## src/rtl/transmitter.sv

```systemverilog
// transmitter: UART-style 8N1 serial transmitter (8E1 with TX_PARITY_EN); ports sclk, rst, write, char[7:0], div[15:0] in; ready, tx, busy out
module transmitter (
  input  logic        sclk,
  input  logic        rst,
  input  logic        write,
  input  logic [7:0]  char,
  input  logic [15:0] div,
  output logic        ready,
  output logic        tx,
  output logic        busy
);
`ifdef TX_PARITY_EN
  typedef enum logic [2:0] {IDLE, START, DATA, PARITY, STOP} state_t;
`else
  typedef enum logic [1:0] {IDLE, START, DATA, STOP} state_t;
`endif
  state_t state_q, state_d;
  logic [7:0] hold_q, hold_d, shift_q, shift_d;
  logic full_q, full_d, ready_q, tx_q, tx_d, busy_q;
  logic [2:0] bit_q, bit_d;
  logic [15:0] div_q, div_d, cnt_q, cnt_d;
  logic [3:0] tck_q, tck_d;
  logic tick, bit_end, load, accept;
`ifdef TX_PARITY_EN
  logic par_q, par_d;
`endif
  always_comb begin
    tick = state_q != IDLE && cnt_q == div_q - 16'd1;
    bit_end = tick && tck_q == 4'd15;
    load = full_q && (state_q == IDLE || (state_q == STOP && bit_end));
    accept = write && ready_q;
    state_d = state_q;
    shift_d = shift_q;
    bit_d = bit_q;
    div_d = div_q;
    cnt_d = (tick || state_q == IDLE) ? 16'd0 : cnt_q + 16'd1;
    tck_d = tick ? tck_q + 4'd1 : tck_q;
    hold_d = accept ? char : hold_q;
    full_d = accept | (full_q & ~load);
    if (bit_end)
      case (state_q)
        START: state_d = DATA;
        DATA: begin
          shift_d = shift_q >> 1;
          bit_d = bit_q + 3'd1;
`ifdef TX_PARITY_EN
          if (bit_q == 3'd7) state_d = PARITY;
`else
          if (bit_q == 3'd7) state_d = STOP;
`endif
        end
`ifdef TX_PARITY_EN
        PARITY: state_d = STOP;
`endif
        STOP: state_d = IDLE;
        default: ;
      endcase
    if (load) begin
      state_d = START;
      shift_d = hold_q;
      bit_d = 3'd0;
      div_d = (div == 16'd0) ? 16'd1 : div;
      cnt_d = 16'd0;
      tck_d = 4'd0;
    end
`ifdef TX_PARITY_EN
    par_d = load ? ^hold_q : par_q;
    tx_d = state_d == START ? 1'b0 : state_d == DATA ? shift_d[0] : state_d == PARITY ? par_d : 1'b1;
`else
    tx_d = state_d == START ? 1'b0 : state_d == DATA ? shift_d[0] : 1'b1;
`endif
  end
  always_ff @(posedge sclk) begin
    if (rst) begin
      state_q <= IDLE;
      hold_q <= '0;
      shift_q <= '0;
      full_q <= 1'b0;
      ready_q <= 1'b1;
      bit_q <= '0;
      div_q <= '0;
      cnt_q <= '0;
      tck_q <= '0;
      tx_q <= 1'b1;
      busy_q <= 1'b0;
    end else begin
      state_q <= state_d;
      hold_q <= hold_d;
      shift_q <= shift_d;
      full_q <= full_d;
      ready_q <= ~full_d;
      bit_q <= bit_d;
      div_q <= div_d;
      cnt_q <= cnt_d;
      tck_q <= tck_d;
      tx_q <= tx_d;
      busy_q <= state_d != IDLE;
    end
  end
`ifdef TX_PARITY_EN
  always_ff @(posedge sclk) par_q <= rst ? 1'b0 : par_d;
`endif
  assign ready = ready_q;
  assign tx = tx_q;
  assign busy = busy_q;
endmodule

```

## config.mk

```make
export PLATFORM = sky130hd
export DESIGN_NAME = transmitter
export DESIGN_NICKNAME = d
export VERILOG_FILES = /design/src/rtl/transmitter.sv
export SDC_FILE = /design/constraint.sdc
export NUM_CORES = 1
export LEC_CHECK = 0
export CORE_UTILIZATION = 55
export DETAILED_ROUTE_END_ITERATION = 7
export HOLD_SLACK_MARGIN = 0.05
export PLACE_DENSITY = 0.77
export SLEW_MARGIN = 15
export SYNTH_ARGS = -nofsm -noshare
export SYNTH_HDL_FRONTEND = slang
export SYNTH_SLANG_ARGS = --single-unit
export TNS_END_PERCENT = 5
```

## constraint.sdc

```tcl
create_clock -name sclk -period 3.5 [get_ports sclk]
set_clock_uncertainty 0.05 [all_clocks]
set_input_delay 0.7 -clock sclk [delete_from_list [all_inputs] [get_ports sclk]]
set_output_delay 0.7 -clock sclk [all_outputs]
set_load 0.05 [all_outputs]
```

Metal 1:
Bar = 20 um. Supply wires on this layer in grey.
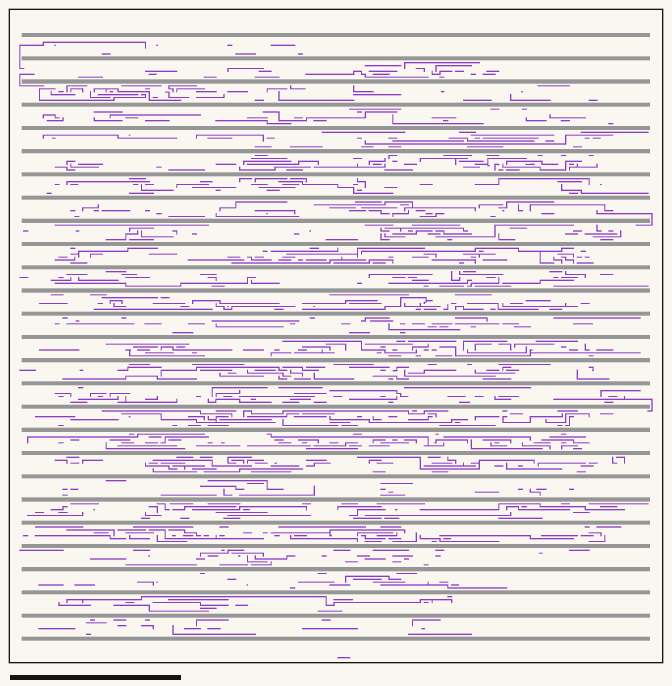
The longest straight run is 23.5 um. The wires run mostly horizontal. 374 nets have wire on it.
met1 Resource Use GR: 29.26%
drt total wl: 6262 um
Via Count: 2503

Metal 2:
Cells faint in the background.
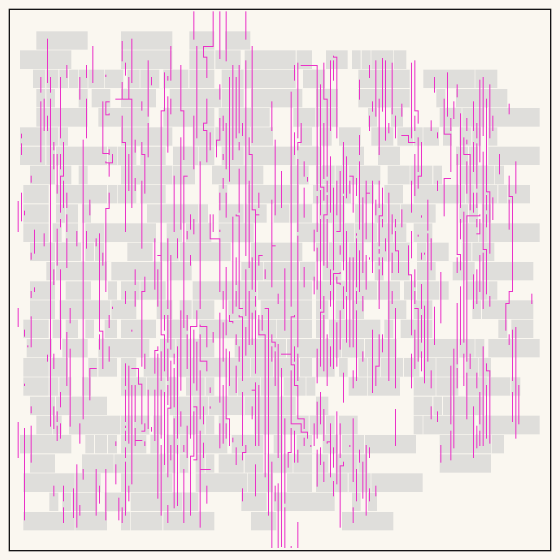
The layer holds 48% of the routed length. The longest straight run is 46.2 um.
GRT met2 Usage: 39.46%

Met3 routing:
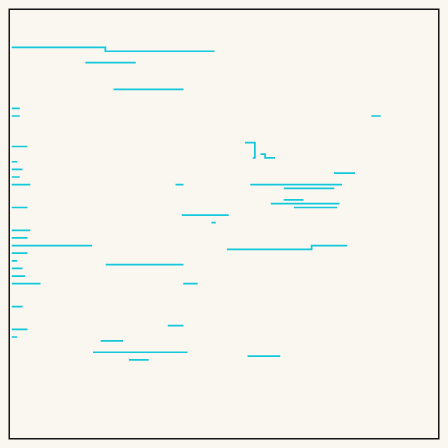
The longest straight run is 19.3 um. The layer holds 3.9% of the routed length. 35 nets have wire on it. The layer carries 246 um of wire. The wires run mostly horizontal.

Congestion heat map:
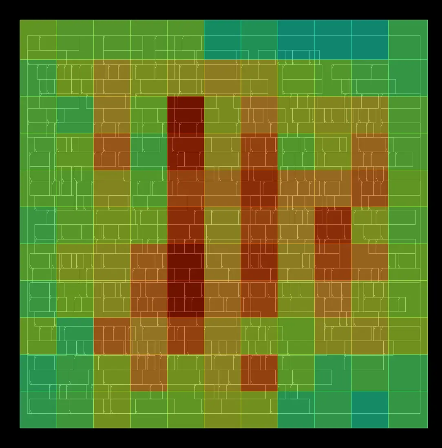
met3 GRT Util: 5.629%
Layout Utilization: 69.62%
Tot GR Track Use: 23.54%

==> cell families (layout without fill, tap and decap cells) <==
| logic type | Yosys count | after routing | synth area share, % |
|---|---|---|---|
| flip-flops | 61 | 61 | 40.13 |
| XOR/XNOR | 36 | 36 | 10.36 |
| buffers and inverters | 25 | 67 | 3.824 |
| multiplexers | 15 | 15 | 4.934 |
| adder cells (fa/ha/maj) | 8 | 8 | 3.290 |
| AND-OR/OR-AND | 61 | 61 | 14.43 |
| AND/OR/NAND/NOR | 132 | 132 | 23.03 |
==> what timing repair did <==
action	4_1_cts	5_1_grt
hold buffers	0	0
resized	0	1
endpoints found under the setup margin	0	14
==> registers in the layout, summed over array words and instances, names as in the netlist <==
name and count:
bit_q 3, busy 1, cnt_q 16, div_q 16, full_q 1, hold_q 8
ready 1, shift_q 8, state_q 2, tck_q 4, tx 1
==> worst paths after layout <==
| check | startpoint | end | slack, ps | cells after the start |
|---|---|---|---|---|
| hold reg to reg | hold_q[5] | hold_q[5] | 410 | 2 |
| setup / recovery | div_q[4] | div_q[13] | 290 | 8 |
| hold / removal | hold_q[5] | hold_q[5] | 410 | 2 |
| setup reg to reg | div_q[4] | div_q[13] | 290 | 8 |
==> final cells by class <==
class                   count  area [sq um]
multi-input cells         252          1710
fillers                   426          1582
flip-flops and latches     61          1221
repair buffers             38         370.4
clock buffers              10         137.6
well taps                  70         87.58
inverters                  13         48.80
clock inverters             6         47.55
==> stage by stage <==
stage	setup slack [ps]	total power (W)	hold WS [ps]	instance area, sq um
after floorplan	484.4	0.0009215	386.7	3043
after global placement	286.2	0.0009960	393.9	3433
after detailed placement	172.2	0.001001	399.0	3433
after CTS	140.7	0.001573	410.6	3618
after global routing	43.19	0.001630	435.1	3623
final	293.3	0.001562	407.1	3623
==> metal layers <==
metal | share of wire [%] | routed length (um)
met1 | 46 | 2904
met2 | 48 | 3027
met3 | 3.9 | 245
met4 | 1.4 | 85
met5 | 0 | 0
==> worst reg2reg max path: cells and delay by family (launching register included) <==
family             cells  cell delay, ps
AOI/OAI and AO/OA      3             860
DFF                    1             390
and+or+nand+nor        5            1840
==> report_power, final <==
part / switching [W] / leakage [nW] / internal, W
Combinational: 0.000126 / 0.812 / 0.000113
Clock: 0.000294 / 0.0928 / 0.000280
Sequential: 0.0000269 / 0.496 / 0.000722
==> cells in the final DEF, fill, tap and decap left out, types with 3 or more instances in the layout <==
| cell type | n |
|---|---|
| dfxtp_1 | 61 |
| nor2_1 | 44 |
| nand2_1 | 30 |
| clkdlybuf4s50_1 | 29 |
| xnor2_1 | 21 |
| xor2_1 | 15 |
| mux2i_1 | 15 |
| inv_1 | 13 |
| nand3_1 | 13 |
| a21oi_1 | 13 |
| a22o_1 | 13 |
| a211oi_1 | 11 |
| clkbuf_8 | 10 |
| nor4_1 | 8 |
| ha_1 | 8 |
| buf_4 | 8 |
| nand4_1 | 5 |
| nor3_1 | 5 |
| and3_1 | 5 |
| a31oi_1 | 3 |
| o21ai_1 | 3 |
| nand2b_1 | 3 |
| or4_1 | 3 |
| o21ai_0 | 3 |
| clkinv_4 | 3 |
==> out/results.ini <==
[run_status]
outcome=finished, final reports clean

[placement]
port_buffers=29
place_hpwl_um=4696

[sta]
hold_viol=0
rsz0062_at_grt=no
tightest_slew_ps=516.2
timing.final.crit_share_pct=91.62
fmax_mhz=311.8

[grt]
grt-ovfl-total=0
grt_max_degree=24
gr-max-usage-layer=met2
grt_pass1_wl_um=10920

[yosys]
yosysChipArea_sq_um=3043
async_flop_share_pct=0
synth_seq_share_pct=40.13
edf_count=0
common_cells=dfxtp_1, nor2_1, nand2_1
top_area_share_pct=40.13
avgSynthCellArea_sq_um=9.003

[detailed_routing]
drtIter0Drc=132
drc_errors=0
ant_nets=0
post_drt_via_cell_ratio=5.562

[clocking]
insertion_delay_ps=340

[setup_path]
cp_max_fo=13
endpoint_kind=flop
critical_path_class=flop to flop
required_ps=3730
crit_path_cell_trace=nor4_4 > nand3_2 > or4_1 > a211oi_2 > nand4_4 > o21a_2 > nor3_4 > a22o_1
crit_buf_inv=0
arrival_ps=3440

[die]
die_area_sq_um=5834
core_sq_um=5205
io_pins=30

[power]
ir_drop_v=0.0002773
power_leakage_nw=1.401

[cells_and_area]
diodes=0
nNetsFinal=410

Power figures rest on the tool's default switching activity, not on a simulated workload.
